===== src/rtl/spart_pkg.sv =====
// spart_pkg: constants and types shared by the SPART receiver, transmitter
// and the receive FIFO.
//   BYTE_W        - width of one serial data byte
//   RX_FIFO_DEPTH - default number of entries in the receive FIFO
//   byte_t        - one data byte
package spart_pkg;

    localparam int BYTE_W        = 8;
    localparam int RX_FIFO_DEPTH = 8;

    typedef logic [BYTE_W-1:0] byte_t;

endpackage


===== src/rtl/rx_fifo_mem.sv =====
// rx_fifo_mem: DEPTH x BYTE_W storage for rx_fifo. It has one synchronous
// write port and one asynchronous read port. The contents are not reset.
// Ports:
//   clk   - system clock (writes on rising edge)
//   we    - write enable
//   waddr - write address
//   wdata - write data
//   raddr - read address
//   rdata - read data (combinational from raddr)
module rx_fifo_mem
    import spart_pkg::*;
#(
    parameter int DEPTH = RX_FIFO_DEPTH,
    parameter int AW    = $clog2(DEPTH)
) (
    input  logic          clk,
    input  logic          we,
    input  logic [AW-1:0] waddr,
    input  byte_t         wdata,
    input  logic [AW-1:0] raddr,
    output byte_t         rdata
);

    byte_t mem [DEPTH];

    always_ff @(posedge clk) begin
        if (we) begin
            mem[waddr] <= wdata;
        end
    end

    assign rdata = mem[raddr];

endmodule


===== src/rtl/rx_fifo.sv =====
// rx_fifo: byte FIFO that sits between the SPART receiver and the processor.
// A rising edge on rda captures rx_data. The capture is acknowledged with a
// one-cycle clr_rda pulse. The processor pops the head entry with rd_en, and
// the head entry is always shown on rd_data (show-ahead).
// Ports:
//   clk     - system clock
//   rst     - synchronous active-high reset
//   rda     - receiver byte-ready level
//   rx_data - receiver byte
//   clr_rda - registered one-cycle acknowledge to the receiver
//   rd_en   - pop strobe; it is ignored while empty
//   rd_data - head entry; don't-care while empty
//   empty   - high when count is 0
//   full    - high when count is DEPTH
//   count   - number of stored entries
//   overrun - sticky flag set when a byte is dropped (RX_FIFO_OVERRUN_EN only)
//   ovr_clr - clears overrun (RX_FIFO_OVERRUN_EN only)
// Optional feature macro: RX_FIFO_OVERRUN_EN
module rx_fifo
    import spart_pkg::*;
#(
    parameter int DEPTH = RX_FIFO_DEPTH,
    parameter int CNT_W = $clog2(DEPTH) + 1
) (
    input  logic             clk,
    input  logic             rst,
    input  logic             rda,
    input  logic [7:0]       rx_data,
    output logic             clr_rda,
    input  logic             rd_en,
    output logic [7:0]       rd_data,
    output logic             empty,
    output logic             full,
`ifdef RX_FIFO_OVERRUN_EN
    output logic             overrun,
    input  logic             ovr_clr,
`endif
    output logic [CNT_W-1:0] count
);

    localparam int AW = $clog2(DEPTH);

    logic          rda_q;
    logic          capture;
    logic          pop;
    logic          push;
    logic [AW-1:0] wr_ptr;
    logic [AW-1:0] rd_ptr;

    // rda_q is cleared during reset. If rda is already high when reset is
    // released, the first cycle is therefore seen as a rising edge.
    assign capture = rda & ~rda_q;

    // empty and full depend only on the count register. This keeps rd_en off
    // every status path.
    assign empty = (count == '0);
    assign full  = (count == CNT_W'(DEPTH));

    assign pop  = rd_en & ~empty;
    // When the FIFO is full, a pop in the same cycle frees a slot.
    assign push = capture & (~full | pop);

    always_ff @(posedge clk) begin
        if (rst) begin
            rda_q   <= 1'b0;
            clr_rda <= 1'b0;
            wr_ptr  <= '0;
            rd_ptr  <= '0;
            count   <= '0;
        end else begin
            rda_q   <= rda;
            // The byte is acknowledged even when it is dropped. Otherwise the
            // receiver would hold rda high forever.
            clr_rda <= capture;
            if (push) begin
                wr_ptr <= wr_ptr + AW'(1);
            end
            if (pop) begin
                rd_ptr <= rd_ptr + AW'(1);
            end
            if (push && !pop) begin
                count <= count + CNT_W'(1);
            end else if (pop && !push) begin
                count <= count - CNT_W'(1);
            end
        end
    end

`ifdef RX_FIFO_OVERRUN_EN
    // A drop has priority over ovr_clr, so an overrun seen in the same cycle
    // as a clear is not lost.
    always_ff @(posedge clk) begin
        if (rst) begin
            overrun <= 1'b0;
        end else if (capture && !push) begin
            overrun <= 1'b1;
        end else if (ovr_clr) begin
            overrun <= 1'b0;
        end
    end
`endif

    rx_fifo_mem #(
        .DEPTH (DEPTH),
        .AW    (AW)
    ) u_mem (
        .clk   (clk),
        .we    (push),
        .waddr (wr_ptr),
        .wdata (rx_data),
        .raddr (rd_ptr),
        .rdata (rd_data)
    );

endmodule


===== config.mk =====
export PLATFORM = sky130hd
export DESIGN_NAME = rx_fifo
export DESIGN_NICKNAME = d
export VERILOG_FILES = /design/src/rtl/spart_pkg.sv /design/src/rtl/rx_fifo_mem.sv /design/src/rtl/rx_fifo.sv
export SDC_FILE = /design/constraint.sdc
export NUM_CORES = 1
export LEC_CHECK = 0
export CAP_MARGIN = 20
export CORE_ASPECT_RATIO = 0.9
export CORE_UTILIZATION = 55
export DETAILED_ROUTE_END_ITERATION = 7
export HOLD_SLACK_MARGIN = 0.05
export PLACE_DENSITY = 0.83
export SLEW_MARGIN = 10
export SYNTH_ARGS = -nofsm -noshare
export SYNTH_HDL_FRONTEND = slang
export SYNTH_SLANG_ARGS = --single-unit

===== constraint.sdc =====
create_clock -name clk -period 4.63 [get_ports clk]
set_input_delay 0.926 -clock clk [delete_from_list [all_inputs] [get_ports clk]]
set_output_delay 0.926 -clock clk [all_outputs]
set_load 0.05 [all_outputs]

==> run notes, run 1 <==
Implementation numbers.

- The run finished with clean final reports.
- The switching power share of the total reads a little over a third.
- The detailed router's first-iteration violation count is ~86.
- The leakage component of the power was reported as approximately 0.0012 uW.
- Overall power consumption after layout is estimated at slightly above 2000 uW.
- The post-synthesis net count is 193.
- The count of state elements after synthesis is 79.
- Cells fill between 60% and 70% of the core in the end.
- The internal portion of total power reads ~1300 uW.
- The actual slew at the worst max-slew pin reads around 0.90 ns.
- The combinational power reads between 700 and 800 uW.
- TritonCTS built the clock tree.
- The pre-placement core utilization is 58.7%.
- The total placed cells including tap cells reads 265.
- The library cells used most frequently in the layout, excluding fill and tap cells, are edfxtp_1 (64), clkdlybuf4s50_1 (26), nor2_1 (21).
- The final period demand of the worst path is 3.49 ns.
- Among the non-sequential cells, multiplexers take the most area.
- The data required time reported for the critical path is between 3 and 4 ns.
- The clock network power reads between 400 and 500 uW.
- The via count of the first global-routing pass reads ~1800.
- The ratio of total power to cell area reads ~550 nW/um2.
- Multiplexer cells account for between 10% and 20% of the synthesized area.
- The sequential power reads between 800 and 900 uW.
- The number of H-tree branching levels is 3.
- On the worst path, the slowest cell contributes a delay of between 0.8 and 0.9 ns.
- The cell taking the most area after synthesis reads edfxtp_1.
- Of the post-synthesis cell area, the dominant cell type holds 60.9%.
- The placement stage leaves a total instance area of roughly 3500 um2.
- The sink count of the clock tree is roughly 79.
- The max-slew violation count reads 0.
- The first global-routing pass estimated about 9000 um of wire.
- The data arrival time at the worst-slack endpoint reads 2.57 ns.
- The worst slew slack as a fraction of its limit reads ~40%.
- The arithmetic-cell share of the synthesized area counting full adders, half adders and majority gates reads between 2 and 3%.
- The synthesized netlist devotes around 2.5% of its cell area to compound gates.
- After detailed routing, the number of remaining DRC violations is 0.
- The net load switching power reads ~700 uW.
- The horizontal die dimension is between 80 and 90 um.
- Per the STA report, the cell with the highest stage delay on the worst path is dfxtp_1.
- The class of the worst hold path is reg2reg.
- The final report lists a non-filler cell total of roughly 280.
- The number of hold violations in the final report is 0.
- The total of endpoints with negative setup slack in the final report is 0.
- The final worst slack is about 1.1 ns.
- The buffers plus inverters on the worst setup path reads 1.
- The initial antenna violation count reads 0.
- According to the Yosys statistics, the synthesized design has a chip area of between 3000 and 4000 um2.
- The endpoint of the worst setup timing path is rd_data[0].
- The average via count per standard cell is 5.86.
- The report lists the cells along the critical path as mux4_2, mux2_2, clkdlybuf4s50_1.
- The top contributor to total power is sequential cells.
- The overall global routing resource usage reads roughly 22%.
- After legalization and detailed placement, the total HPWL measured between 3000 and 4000 um.
- The final layout net count reads about 230.
- The largest net degree at the start of global routing is 17.
- The reg-to-reg setup timing slack is approximately 1.7 ns.
- The STA report counts the stages on the worst setup path as 3.
- The hold path startpoint reads rd_ptr[2].
- The end of the worst register-to-register path reads count[3].
- The sequential-to-total area share from yosys stat reads between 70% and 80%.
- The cell count listed in synth_stat.txt reads 175.
- The final hold slack is between 0.5 and 0.6 ns.
- The number of setup buffers added after CTS is 0.
- Looking at the reg2reg group, the worst path starts from count[0].
- The area growth from synthesis to layout is 15.9%.
- The area fraction in and, or, nand and nor cells reads about 5.4%.
- The most frequently used flop master after synthesis is edfxtp_1.
- At the placement stage, the worst setup path has a slack of ~1.1 ns.
- The synthesized-area fraction occupied by xor and xnor cells is 1.66%.
- The type of element capturing the critical path reads an output pin.
- The setup TNS after final layout is 0 ns.
- The hold buffer count at cts reads 0.
- After synthesis, the most frequently instantiated cells are edfxtp_1 (64), nor2_1 (21), mux4_2 (16).
- The maximum root-to-sink buffer count reads 2.
- In this run the mean area of a mapped cell was ~18 um2.
- On the worst setup and hold paths after CTS, the clock-pin slew comes to approximately 0.070 ns.
- The number of input and output port buffers inserted is 26.
- Per the post-synthesis report, the number of cells in the design is around 180.
- The category of the worst setup path launch point is a flop.
- The TritonCTS buffer count is 9.
- The share of the clock period used by the worst path is 75.5%.
- Sequential cells account for around 44% of the total power.
- The I/O pin total is 27.
- The post-synth tally of flip-flops with integrated enable is about 64.
- The number of detailed-route iterations in the first pass reads 4.
- Gates resized during post-CTS repair numbered 0.
- The post-synthesis cell type with the largest instance count reads edfxtp_1.
- The die footprint is about 6000 um2.
- The routed wirelength normalized by instance count is 20.1 um.
- The number of cells traversed by the worst hold path reads 2.
- The path type of the worst setup path reads reg2out.
- Leaving out fill and tap cells, the most frequent cell in the layout is edfxtp_1.
- Setup repair after global routing left no endpoint under its margin.
- The highest fanout seen on the critical path reads 16.
- The area of all placed cells without fillers reads around 3700 um2.
- The total congestion overflow is 0.
- After synthesis, the cell types taking the most area are edfxtp_1 (61%), mux4_2 (11%), dfxtp_1 (9.5%).
- The source-to-sink clock delay at the later pin of the worst-skew pair reads between 0.3 and 0.4 ns.
- The upper clock frequency limit is between 200 and 300 MHz.
- The combinational share of power reads between 30% and 40%.
- The number of warnings issued by yosys reads 0.
- The total number of warnings across the stage logs reads 26.
- After synthesis, the netlist uses 31 different library cells.
- The count of nets left with antenna violations once routing finished came out at 0.
run 1: final cells by class:
| cell class | instances | area (um2) |
|---|---|---|
| clock buffer | 10 | 128 |
| clock inverter | 6 | 36.3 |
| fill | 358 | 1720 |
| inverter | 4 | 15.0 |
| multi-input combinational | 84 | 877 |
| sequential | 79 | 2220 |
| tap | 67 | 83.8 |
| timing repair buffer | 31 | 298 |
run 1: routing by layer:
metal  vias up  GRT usage, %  part of all wire (%)
met5         -             0                     0
met4         0          13.1                   2.3
met3        14          6.21                   5.8
met2        66          34.5                    51
met1       820          27.6                    40
li1        746             -                     -
run 1: flip-flops by register name, summed over array words and instances (netlist names), named ones only:
signal	cells
rda_q	1
clr_rda	1
u_mem.mem	64
wr_ptr	3
rd_ptr	3
count	4
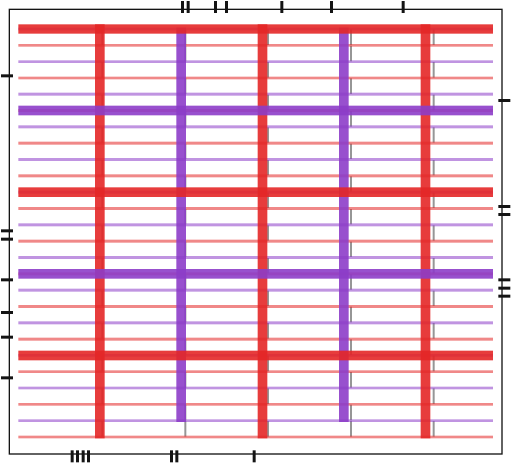
(run_1/pdn.png)
(6 px per um) Pins as bars on the die edge. Tap cells in gray.
Key: purple = VDD; red = VSS
26 met1 rails follow the rows. 5 straps on met4. 27 signal pins sit on the boundary. 5 straps on met5. 67 tap cells.
die extent in y: 73.9 um
Core Box Area: 5380 um2
IR Drop Worst-Case VDD: 0.394 mV

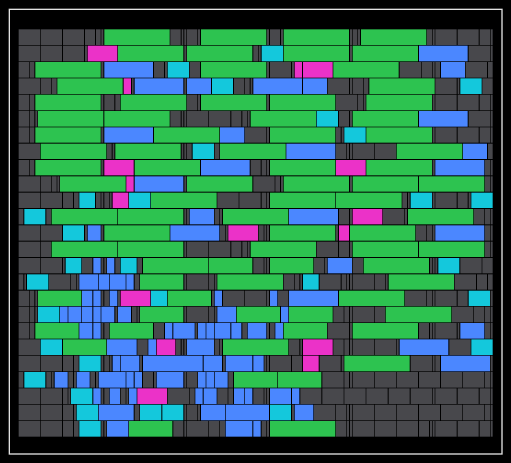
(run_1/cell_classes.png)
(6 px per um) Fill, decap, tap and diode cells in gray.
Key: green = flip-flops [cells 79, share of their area 62%]; magenta = clock drivers and dummy loads [cells 16, share of their area 4.6%]; cyan = other buffers and delay cells [cells 31, share of their area 8.3%]; blue = all other logic [cells 88, share of their area 25%]

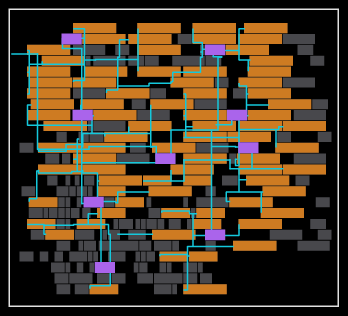
(run_1/clock_map.png)
(4 px per um)
Key: cyan = clock wires [length 809 um]; purple = cells driving clock nets [count 9]; orange = flip-flops [count 79]
There are 10 routed clock nets.
part of the power in the clock network: 21.2%
Clock Skew: 0.00350 ns

==> run_1/metal_stack.png <==
(6 px per um)
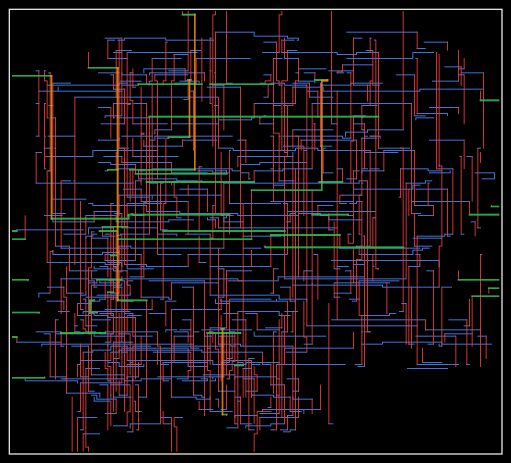

==> run 2, diff against run 1 <==
--- a/config.mk
+++ b/config.mk
@@ -7,10 +7,10 @@
 export LEC_CHECK = 0
 export CAP_MARGIN = 20
 export CORE_ASPECT_RATIO = 0.9
-export CORE_UTILIZATION = 55
+export CORE_UTILIZATION = 51
 export DETAILED_ROUTE_END_ITERATION = 7
 export HOLD_SLACK_MARGIN = 0.05
-export PLACE_DENSITY = 0.83
+export PLACE_DENSITY = 0.81
 export SLEW_MARGIN = 10
 export SYNTH_ARGS = -nofsm -noshare
 export SYNTH_HDL_FRONTEND = slang
==> constraint.sdc (replaced) <==
create_clock -name clk -period 3.1 [get_ports clk]
set_input_delay 0.62 -clock clk [delete_from_list [all_inputs] [get_ports clk]]
set_output_delay 0.62 -clock clk [all_outputs]
set_load 0.05 [all_outputs]
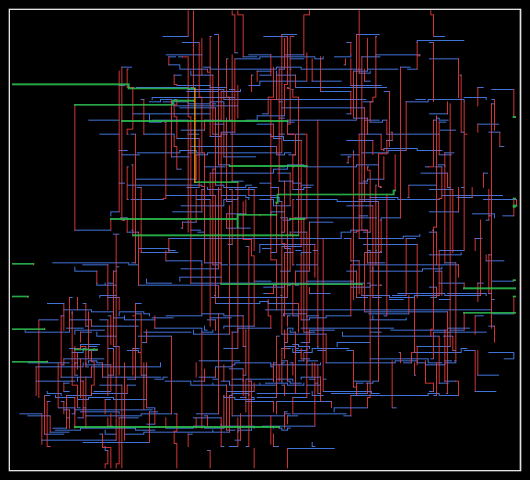
(run_2/metal_stack.png)
(6 px per um)
Key: red = met2 [wire length 2680 um]; blue = met1 [wire length 2180 um]; green = met3 [wire length 278 um]; orange = met4 [wire length 15.6 um]
final routed wirelength across all metal layers: 5150 um
drt wl/cell: 17.6 um
GRT Resource Usage Total: 17.5%

==> run 2 against run 1 <==
The run now ends with design-rule violations left; area after synthesis stayed put; sequential cell count unchanged; register-to-register slack worse by 1.4 ns; clock power increased by 77%; sequential share of layout area decreased by 1.3 points; worst setup slack got worse by 0.88 ns; via count shrank 3.1%; sequential power rose by 45%; final cell count increased by 3.9%; routed wire length fell by 8.9%; critical path depth unchanged.
==> run notes, run 2 <==
Implementation numbers.

- The flow ran to the end, but the final reports show violations.
- The checks that failed: design-rule violations.
- The main logic family after synthesis is multiplexers.
- The endpoint of the worst setup timing path is full.
- The highest routed metal layer is met4.
- The type of element capturing the critical path is an output pin.
- The number of cells traversed by the worst hold path is 2.
- The final core utilization reads 64.3%.
- Counting endpoints that fail hold in the final report gives 0.
- In the synthesized netlist, the cells that appear most often are edfxtp_1 (64), nor2_1 (21), mux4_2 (16).
- The number of H-tree branching levels reads 3.
- The first global-routing pass estimated 8110 um of wire.
- Setup repair after global routing left no endpoint under its margin.
- Pin placement for this block handled 27 I/O pins.
- The switching power share of the total is between 30 and 40%.
- In the layout the commonest cells are edfxtp_1 (64), nor2_1 (21), buf_4 (21).
- The routed design could run at a clock period as short as around 2.8 ns.
- The largest registers in the layout are u_mem.mem: 64 flops, count: 4 flops.
- Clock tree synthesis found a total of between 70 and 80 sinks.
- The routability-driven placement congestion ratio is around 0.72.
- The register clock-pin slew on the reported worst setup and hold paths reads roughly 0.080 ns.
- The leakage power total reads 0.00130 uW.
- In the post-synthesis netlist, the biggest area contributors are edfxtp_1 (61%), mux4_2 (11%), dfxtp_1 (9.5%).
- The synthesized-area fraction occupied by xor and xnor cells reads about 1.7%.
- Before placement the cells fill 54.2% of the core.
- The detailed-route via count is around 1600.
- The average via count per standard cell is ~5.5.
- The global routing usage on met1 reads a little over a fifth.
- The die footprint is ~6500 um2.
- The number of cells reported by Yosys stat comes to approximately 180.
- The sequential-to-total area share from yosys stat is a little over two thirds.
- The setup TNS after final layout is 0 ns.
- The data arrival time at the worst-slack endpoint reads 2.22 ns.
- The horizontal die dimension reads 84.9 um.
- The most frequently used flop master after synthesis reads edfxtp_1.
- The final worst slack is around 0.26 ns.
- The synthesized design spends more area on one cell type than any other, namely edfxtp_1.
- The critical path required time is 2.48 ns.
- The ratio of total power to cell area reads 835 nW/um2.
- The share of Yosys cell area claimed by the top area cell type reads about three fifths.
- The register with the most flip-flops in the final layout is u_mem.mem.
- The initial antenna violation count is 0.
- The count of state elements after synthesis reads 79.
- Dividing the synthesized area by the synthesized cell count gives about 18 um2.
- The sequential power reads between 1000 and 1500 uW.
- The share of total power in sequential cells reads about 41%.
- The TritonCTS buffer count is 9.
- The tightest min-delay check is of the reg2reg type.
- The fraction of power consumed by the clock network reads between 20% and 30%.
- Sorting the synthesis cell report by count puts at the top edfxtp_1.
- The HPWL after detailed placement is roughly 3400 um.
- For this block, wires on met1 add up to approximately 2200 um.
- The clock network power is between 700 and 800 uW.
- The met2 wirelength from detailed routing is between 2000 and 3000 um.
- The launch instance of the worst register-to-register path is count[3].
- The combinational share of power reads a little over a third.
- The area fraction in and, or, nand and nor cells is approximately 5.4%.
- The antenna diode instance count is 0.
- The share of the clock period used by the worst path reads approximately 92%.
- After detailed routing, the met3 layer carries 277 um of wire.
- The worst slew slack as a fraction of its limit is roughly two thirds.
- The timing report gives the worst reg2reg path a setup slack of between 0.3 and 0.4 ns.
- The busiest layer in global routing is met2.
- The launch point of the critical path was reported as count[3].
- For reference, the critical path cell chain is or4b_4, inv_1, clkdlybuf4s50_1.
- The slowest cell on the critical path reads clkdlybuf4s50_1.
- The synthesized design contains about 64 enable-type register cells.
- The maximum root-to-sink buffer count reads 2.
- The number of detailed-route iterations in the first pass reads 6.
- The fraction of synthesized area in multiplexers is between 10% and 20%.
- The hold buffer count at cts reads 0.
- The hold path startpoint is rd_ptr[0].
- The TritonCTS clock tree is yes.
- The area of placed instances is 3540 um2.
- In this run the post-CTS setup repair buffer count came out at 0.
- The post-CTS resize count reads 0.
- The end of the worst register-to-register path is count[3].
- The post-synthesis compound-gate area fraction reads between 2 and 3%.
- The category of the worst setup path launch point reads a flop.
- The timing report gives the biggest stage delay along the critical path as 0.79 ns.
- The upper clock frequency limit is ~350 MHz.
- The tool warning count for the run is 26.
- The die outline height is between 70 and 80 um.
- The placeable core region is between 5000 and 6000 um2.
- The highest fanout seen on the critical path reads 6.
- After routing the design area is about 3700 um2.
- The actual slew at the worst max-slew pin is ~0.51 ns.
- The setup skew after layout reads around 0.0079 ns.
- The overall power reads between 3000 and 4000 uW.
- The netlist uses 31 different library cells.
- The largest net degree at the start of global routing is 17.
- The net count of the finished layout is 235.
- The top contributor to total power is sequential cells.
- Synthesis produced a netlist with a net count of about 190.
- The number of cells in the finished layout apart from fillers is a little under 300.
- The total congestion overflow reads 0.
- The cell count after synthesis is ~180.
- Hold timing on the final database bottoms out at a slack of 0.554 ns.
- The number of input and output port buffers inserted reads 26.
- For this run, the chip area from Yosys synthesis comes to between 3000 and 4000 um2.
- For this run, global-route usage on met3 was measured as 5.49%.
- The max-slew violation count is 0.
- The detailed placer reported the number of placed instances as ~280.
- Once detail routing completed, the nets flagged for antenna violations numbered 0.
- The total of endpoints with negative setup slack in the final report is 0.
- The via count of the first global-routing pass reads around 1600.
- The number of warnings issued by yosys reads 0.
- The detailed router's first-iteration violation count is just over 90.
- Summed over all nets, the switching power comes to ~1100 uW.
- Global routing used 29.0% of the available met2 tracks.
- The source-to-sink clock delay at the later pin of the worst-skew pair reads 0.34 ns.
- The count of unresolved DRC violations after routing reads 1.
- The area growth from synthesis to layout is 18.5%.
- Looking at the setup timing report, the critical path kind is reg2out.
- Setup slack on the worst path after placement came out at roughly 0.053 ns.
- The number of flip-flops under the largest register name reads around 64.
- The highest-count logic cell in the final layout reads edfxtp_1.
- The maximum vdd ir drop reads 0.539 mV.
- The combinational power reads around 1100 uW.
- The internal portion of total power is ~2100 uW.
- The arithmetic-cell share of the synthesized area counting full adders, half adders and majority gates reads 2.61%.
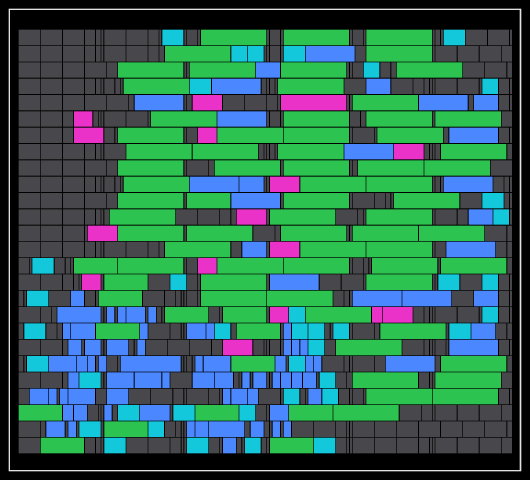
(run_2/cell_classes.png)
(6 px per um) Fill, decap, tap and diode cells in gray.
Key: green = flip-flops [cells 79, share of their area 61%]; cyan = other buffers and delay cells [cells 39, share of their area 9.2%]; magenta = clock drivers and dummy loads [cells 16, share of their area 5.5%]; blue = all other logic [cells 88, share of their area 24%]

-- run 2: layout make-up --
cell class,instances,area [um2]
clock inverter,7,78.8
fill,403,2080
multi-input combinational,84,877
inverter,4,15.0
timing repair buffer,39,338
tap,70,87.6
clock buffer,9,124
sequential,79,2220
-- run 2: worst max-delay path: cells and delay by family (launching register included) --
kind / cells / cell delay (ns)
buf+inv: 2 / 0.86
simple gates: 1 / 0.55
flops: 1 / 0.48
-- run 2: cells by family (layout without fill, tap and decap cells) --
logic type / after synthesis / after routing
DFF: 79 / 79
and+or+nand+nor: 36 / 36
muxes: 28 / 28
buffers and inverters: 12 / 59
AOI/OAI and AO/OA: 8 / 8
adders and majority gates: 6 / 6
xor gates and xnor gates: 6 / 6
Power and IR drop assume default switching activity.
